`src/rtl/array_elem_serializer_pkg.sv`:
```
// Shared types and defaults for the array element serializer and its helpers.
// The serializer's optional no-bubble mode is enabled by ARRAY_ELEM_SERIALIZER_B2B_EN.
package array_elem_serializer_pkg;

  localparam int unsigned ELEM_W    = 33;
  localparam int unsigned NUM_ELEMS = 4;
  localparam int unsigned IDX_W     = $clog2(NUM_ELEMS);

  typedef logic [ELEM_W-1:0] elem_t;
  typedef logic [IDX_W-1:0]  idx_t;

  typedef enum logic {
    ST_IDLE,
    ST_SEND
  } state_e;

  // Bit 32 of an element is its flag; bits 31:0 are the value.
  function automatic logic elem_flag(input elem_t e);
    return e[ELEM_W-1];
  endfunction

endpackage

```
`src/rtl/array_elem_select.sv`:
```
// Combinational unflatten-and-mux: picks element idx out of a flattened array
// (element 0 in the LSBs). Out-of-range indices return zero.
module array_elem_select #(
  parameter int unsigned ELEM_W    = array_elem_serializer_pkg::ELEM_W,
  parameter int unsigned NUM_ELEMS = array_elem_serializer_pkg::NUM_ELEMS,
  localparam int unsigned IdxW     = $clog2(NUM_ELEMS)
) (
  input  logic [ELEM_W*NUM_ELEMS-1:0] arr,
  input  logic [IdxW-1:0]             idx,
  output logic [ELEM_W-1:0]           elem
);

  import array_elem_serializer_pkg::*;

  // One-of-N compare per element keeps the mux free of width-mismatched multiplies.
  always_comb begin
    elem = '0;
    for (int i = 0; i < int'(NUM_ELEMS); i++) begin
      if (idx == IdxW'(i)) begin
        elem = arr[ELEM_W*i +: ELEM_W];
      end
    end
  end

endmodule

```
`src/rtl/array_elem_serializer.sv`:
```
// Buffers one flattened array and emits its elements one per beat over a
// valid/ready stream with index and last markers.
// Define ARRAY_ELEM_SERIALIZER_B2B_EN to accept the next array on the last
// beat of the current one (no bubble between arrays); by default a single
// idle cycle separates consecutive arrays.
module array_elem_serializer #(
  parameter int unsigned ELEM_W    = array_elem_serializer_pkg::ELEM_W,
  parameter int unsigned NUM_ELEMS = array_elem_serializer_pkg::NUM_ELEMS,
  localparam int unsigned IdxW     = $clog2(NUM_ELEMS)
) (
  input  logic                        clk,
  input  logic                        rst,
  input  logic [ELEM_W*NUM_ELEMS-1:0] in_data,
  input  logic                        in_valid,
  output logic                        in_ready,
  output logic [ELEM_W-1:0]           out_data,
  output logic [IdxW-1:0]             out_index,
  output logic                        out_last,
  output logic                        out_valid,
  input  logic                        out_ready
);

  import array_elem_serializer_pkg::*;

  localparam logic [IdxW-1:0] LastIdx = IdxW'(NUM_ELEMS - 1);

  state_e                      state_q;
  logic [ELEM_W*NUM_ELEMS-1:0] arr_q, arr_d;
  logic [IdxW-1:0]             idx_q, idx_d;
  logic [ELEM_W-1:0]           sel_elem;
  logic                        is_last;
  logic                        capture;
  logic                        fire;

  assign is_last = (idx_q == LastIdx);
  assign fire    = out_valid && out_ready;
  assign capture = in_valid && in_ready;

  // Input acceptance: idle, or (b2b mode) the last beat is leaving this cycle.
  always_comb begin
    in_ready = (state_q == ST_IDLE);
`ifdef ARRAY_ELEM_SERIALIZER_B2B_EN
    if ((state_q == ST_SEND) && is_last && out_ready) begin
      in_ready = 1'b1;
    end
`endif
  end

  // Next array/index: capture restarts at element 0, a fired beat advances or wraps.
  always_comb begin
    arr_d = arr_q;
    idx_d = idx_q;
    if (capture) begin
      arr_d = in_data;
      idx_d = '0;
    end else if (fire) begin
      idx_d = is_last ? '0 : idx_q + 1'b1;
    end
  end

  // Outputs are registered from the next-state view so they appear one cycle after capture.
  array_elem_select #(
    .ELEM_W   (ELEM_W),
    .NUM_ELEMS(NUM_ELEMS)
  ) u_select (
    .arr (arr_d),
    .idx (idx_d),
    .elem(sel_elem)
  );

  // State machine plus registered output beat.
  always_ff @(posedge clk or posedge rst) begin
    if (rst) begin
      state_q   <= ST_IDLE;
      arr_q     <= '0;
      idx_q     <= '0;
      out_valid <= 1'b0;
      out_data  <= '0;
      out_index <= '0;
      out_last  <= 1'b0;
    end else begin
      arr_q     <= arr_d;
      idx_q     <= idx_d;
      out_data  <= sel_elem;
      out_index <= idx_d;
      out_last  <= (idx_d == LastIdx);
      unique case (state_q)
        ST_IDLE: begin
          if (capture) begin
            state_q   <= ST_SEND;
            out_valid <= 1'b1;
          end
        end
        ST_SEND: begin
          // A capture on the last beat (b2b mode only) keeps streaming.
          if (fire && is_last && !capture) begin
            state_q   <= ST_IDLE;
            out_valid <= 1'b0;
          end
        end
        default: begin
          state_q   <= ST_IDLE;
          out_valid <= 1'b0;
        end
      endcase
    end
  end

endmodule

```
`config.mk`:
```
export PLATFORM = sky130hd
export DESIGN_NAME = array_elem_serializer
export DESIGN_NICKNAME = d
export VERILOG_FILES = /design/src/rtl/array_elem_serializer_pkg.sv /design/src/rtl/array_elem_select.sv /design/src/rtl/array_elem_serializer.sv
export SDC_FILE = /design/constraint.sdc
export NUM_CORES = 1
export LEC_CHECK = 0
export ABC_AREA = 1
export CAP_MARGIN = 20
export CORE_UTILIZATION = 30
export DETAILED_ROUTE_END_ITERATION = 10
export GPL_TIMING_DRIVEN = 0
export HOLD_SLACK_MARGIN = 0.06
export PLACE_DENSITY = 0.64
export SYNTH_ARGS = -nofsm -noshare
export SYNTH_HDL_FRONTEND = slang
export SYNTH_HIERARCHICAL = 1
export SYNTH_SLANG_ARGS = --single-unit
```
`constraint.sdc`:
```
create_clock -name clk -period 8.2 [get_ports clk]
set_clock_uncertainty 0.2 [all_clocks]
set_input_delay 1.64 -clock clk [delete_from_list [all_inputs] [get_ports clk]]
set_output_delay 1.64 -clock clk [all_outputs]
set_load 0.02 [all_outputs]
```
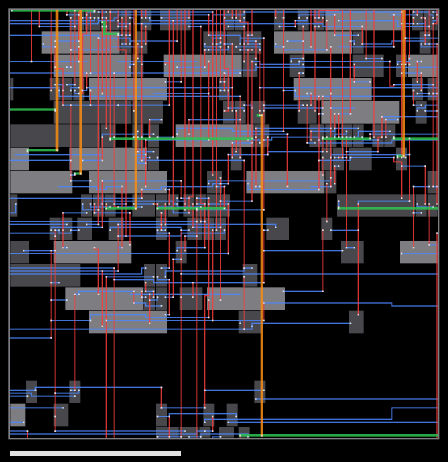
(images/zoom.png)
Scale bar: 20 microns. Window x 52 to 102, y 83 to 133 microns. Cells in gray, sequential cells in the stronger gray; small squares are vias.
met3 -> green
met4 -> orange
met1 -> blue
met2 -> red
netlist names of flops here include = arr_q (14), out_data (3)
cells with their middle in the window = 118
sequential cells in the window = 17
most frequent = nand2_1 (56), dfrtp_1 (17), nand3_1 (12)

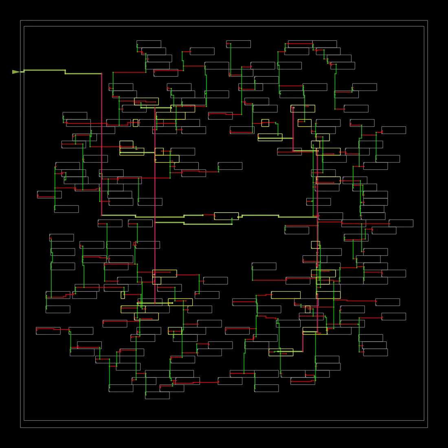
(images/final_clocks.png)
clock network power: 828 uW
total CTS buffers: 17
clock buf count: 23
# clock sinks: 170
clk_lat worst skew: 0.42 ns

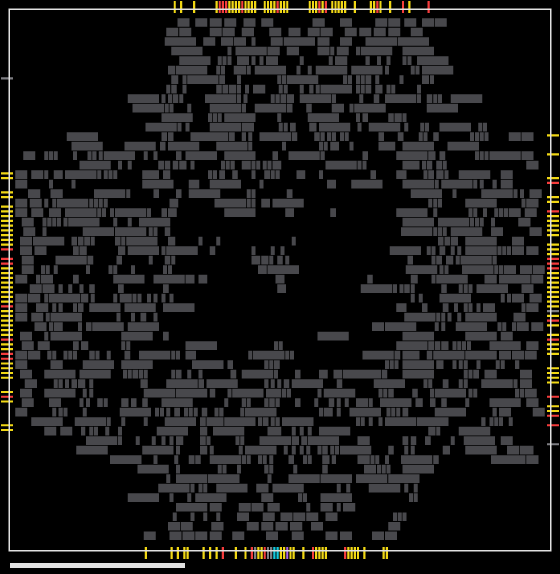
(images/pins.png)
Scale bar: 50 microns. Pins as bars across the die edge, other pins in gray.
out_index -> cyan  # pins 2, direction output, edge south
out_data -> red  # pins 33, direction output, edge 10 north, 10 east, 8 west, 5 south
in_ready -> purple  # pins 1, direction output, edge south
in_data -> yellow  # pins 132, direction input, edge 37 west, 34 north, 33 east, 28 south
height of the chip: 155 microns
Die X: 155 microns
PortBufs: 173

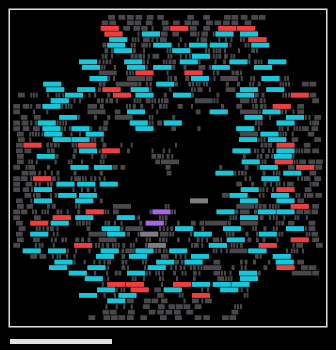
(images/registers.png)
Scale bar: 50 microns. Other sequential cells in the stronger gray, the rest of the logic in the fainter gray.
arr_q -> cyan  # placed flops 132, where widely spread
out_data -> red  # placed flops 33, where widely spread
idx_q -> purple  # placed flops 2
final core utilization: 42.8%
flop share of the area: 43.8%
Flop area: 4250 sq um

[state kept, by name, indices dropped and copies added, names as in the netlist]
signal and count:
out_valid 1, arr_q 132, state_q 1, out_last 1, idx_q 2, out_data 33
[worst max-delay path, cell delays in order]
cell and delay (ns):
clkdlybuf4s50_1 0.54, nand2_4 0.14, buf_4 0.21, nand3_1 0.11
inv_1 0.13, inv_2 0.15, clkbuf_1 0.43, nand3_1 0.23
nand4_1 0.16
[routing by layer]
layer  track usage (%)  up-vias  routed length [microns]
met5                 0        -                        0
met4              6.18        0                      395
met3              3.39       31                      961
met2              28.8      171                     9800
met1              25.2     2917                     9900
li1                  -     2969                        -
[cells in the final DEF (no fill, tap or decap)]
cell,instances
clkdlybuf4s50_1,173
clkbuf_8,5
clkinv_4,4
dfrtp_1,170
nand2_4,1
nand4_1,33
clkbuf_16,17
nor2_2,1
nor2_1,5
buf_2,15
clkbuf_1,18
nor3_1,1
inv_8,1
nand3_1,102
clkinvlp_4,1
bufinv_16,2
inv_1,7
buf_4,19
nand2_1,434
inv_2,4
ha_1,1
clkinv_2,2
buf_16,1
[final timing paths]
| path | from | end | slack [ns] | cells after the start |
|---|---|---|---|---|
| max | in_valid | out_data[29] | 4.59 | 9 |
| min | arr_q[13] | arr_q[13] | 0.28 | 2 |
| max reg2reg | idx_q[0] | out_data[29] | 5.88 | 9 |
| min reg2reg | arr_q[13] | arr_q[13] | 0.28 | 2 |
| max in group asynchronous | rst | arr_q[66] | 5.45 | 3 |
| min in group asynchronous | rst | out_data[19] | 1.49 | 2 |
[stage by stage]
stage / TNS [ns] / setup slack (ns) / hold slack (ns) / instance area [sq um] / instances
after floorplan: 0 / 1.76 / 0.245 / 6980 / 811
after global placement: -93.45 / -0.565 / 0.258 / 9070 / 1269
after detailed placement: 0 / 4.11 / 0.262 / 9100 / 1270
after CTS: 0 / 4.55 / 0.277 / 9710 / 1302
after global routing: 0 / 4.45 / 0.290 / 9710 / 1302
final: 0 / 4.59 / 0.275 / 9710 / 1302
[report_power, final]
part,internal (uW),total [uW],switching (uW),leakage [uW]
Clock,491,828,337,0.000299
Combinational,563,1560,1000,0.00233
Sequential,1210,1320,110,0.00215
Total,2270,3710,1450,0.00478
[final cells by class]
type,instances,area share (%)
multi-input combinational,578,24.7
buffer,51,2.90
tap,285,3.67
clock inverter,9,1.16
clock buffer,23,5.13
inverter,12,0.541
timing repair buffer,174,18.1
sequential,170,43.8
[cells by family after synthesis]
| logic type | share of synthesized area [%] |
|---|---|
| fa+ha+maj | 0.179 |
| buf+inv | 4.68 |
| simple gates | 34.2 |
| flops | 60.9 |
==> flow_metrics.tcl <==
# yosys + openroad results
set metrics [dict create \
    yosysTopAreaCellShare_pct 60.9 \
    hold_class "register to register" \
    drt_iter0_markers 324 \
    fp_util_pct 30.7 \
    drive_gt1_share_pct 7.18 \
    yosysTopAreaCell "dfrtp_1" \
    peakVddDrop_uv 184 \
    status "finished clean" \
    synthArstFlopShare_pct 100 \
    row_count 55 \
    synthCells 811 \
    period_minus_slack_ns 3.61 \
    gr-total-overflow 0 \
    warnings 26 \
    worst_pin_slew_ns 0.639 \
    drt_first_pass_iters 4 \
    critical_path_class "primary input to register" \
    ys_cells 811 \
    start_kind "primary input" \
    cts_setup_buffers 0 \
    cp.arrival_ns 3.76 \
    relSlewSlack_pct 57.4 \
    htreeDepth 4 \
    synth_cell_types 14 \
    drcViolationCount 0 \
    synthTopCellsByCount "434 x nand2_1, 170 x dfrtp_1, 102 x nand3_1" \
    top_cells_by_area "dfrtp_1 61%, nand2_1 23%, nand3_1 7.3%" \
    place_congestion 0.790 \
    grt_pass1_wl_microns 33000 \
    pin_count 174 \
    antenna_found_initial 0 \
    fillers 2252 \
    rsz0062_at_grt "no" \
    yosys_area_sq_um 6980 \
    drv_cap 0 \
    chipArea_sq_um 23900 \
    worstSetupEndpointType "register" \
    wl_microns 21100 \
    syn_area_per_cell_sq_um 8.61 \
    cp.required_ns 8.35 \
    cts_resized 0 \
]
Power and IR drop assume default switching activity.
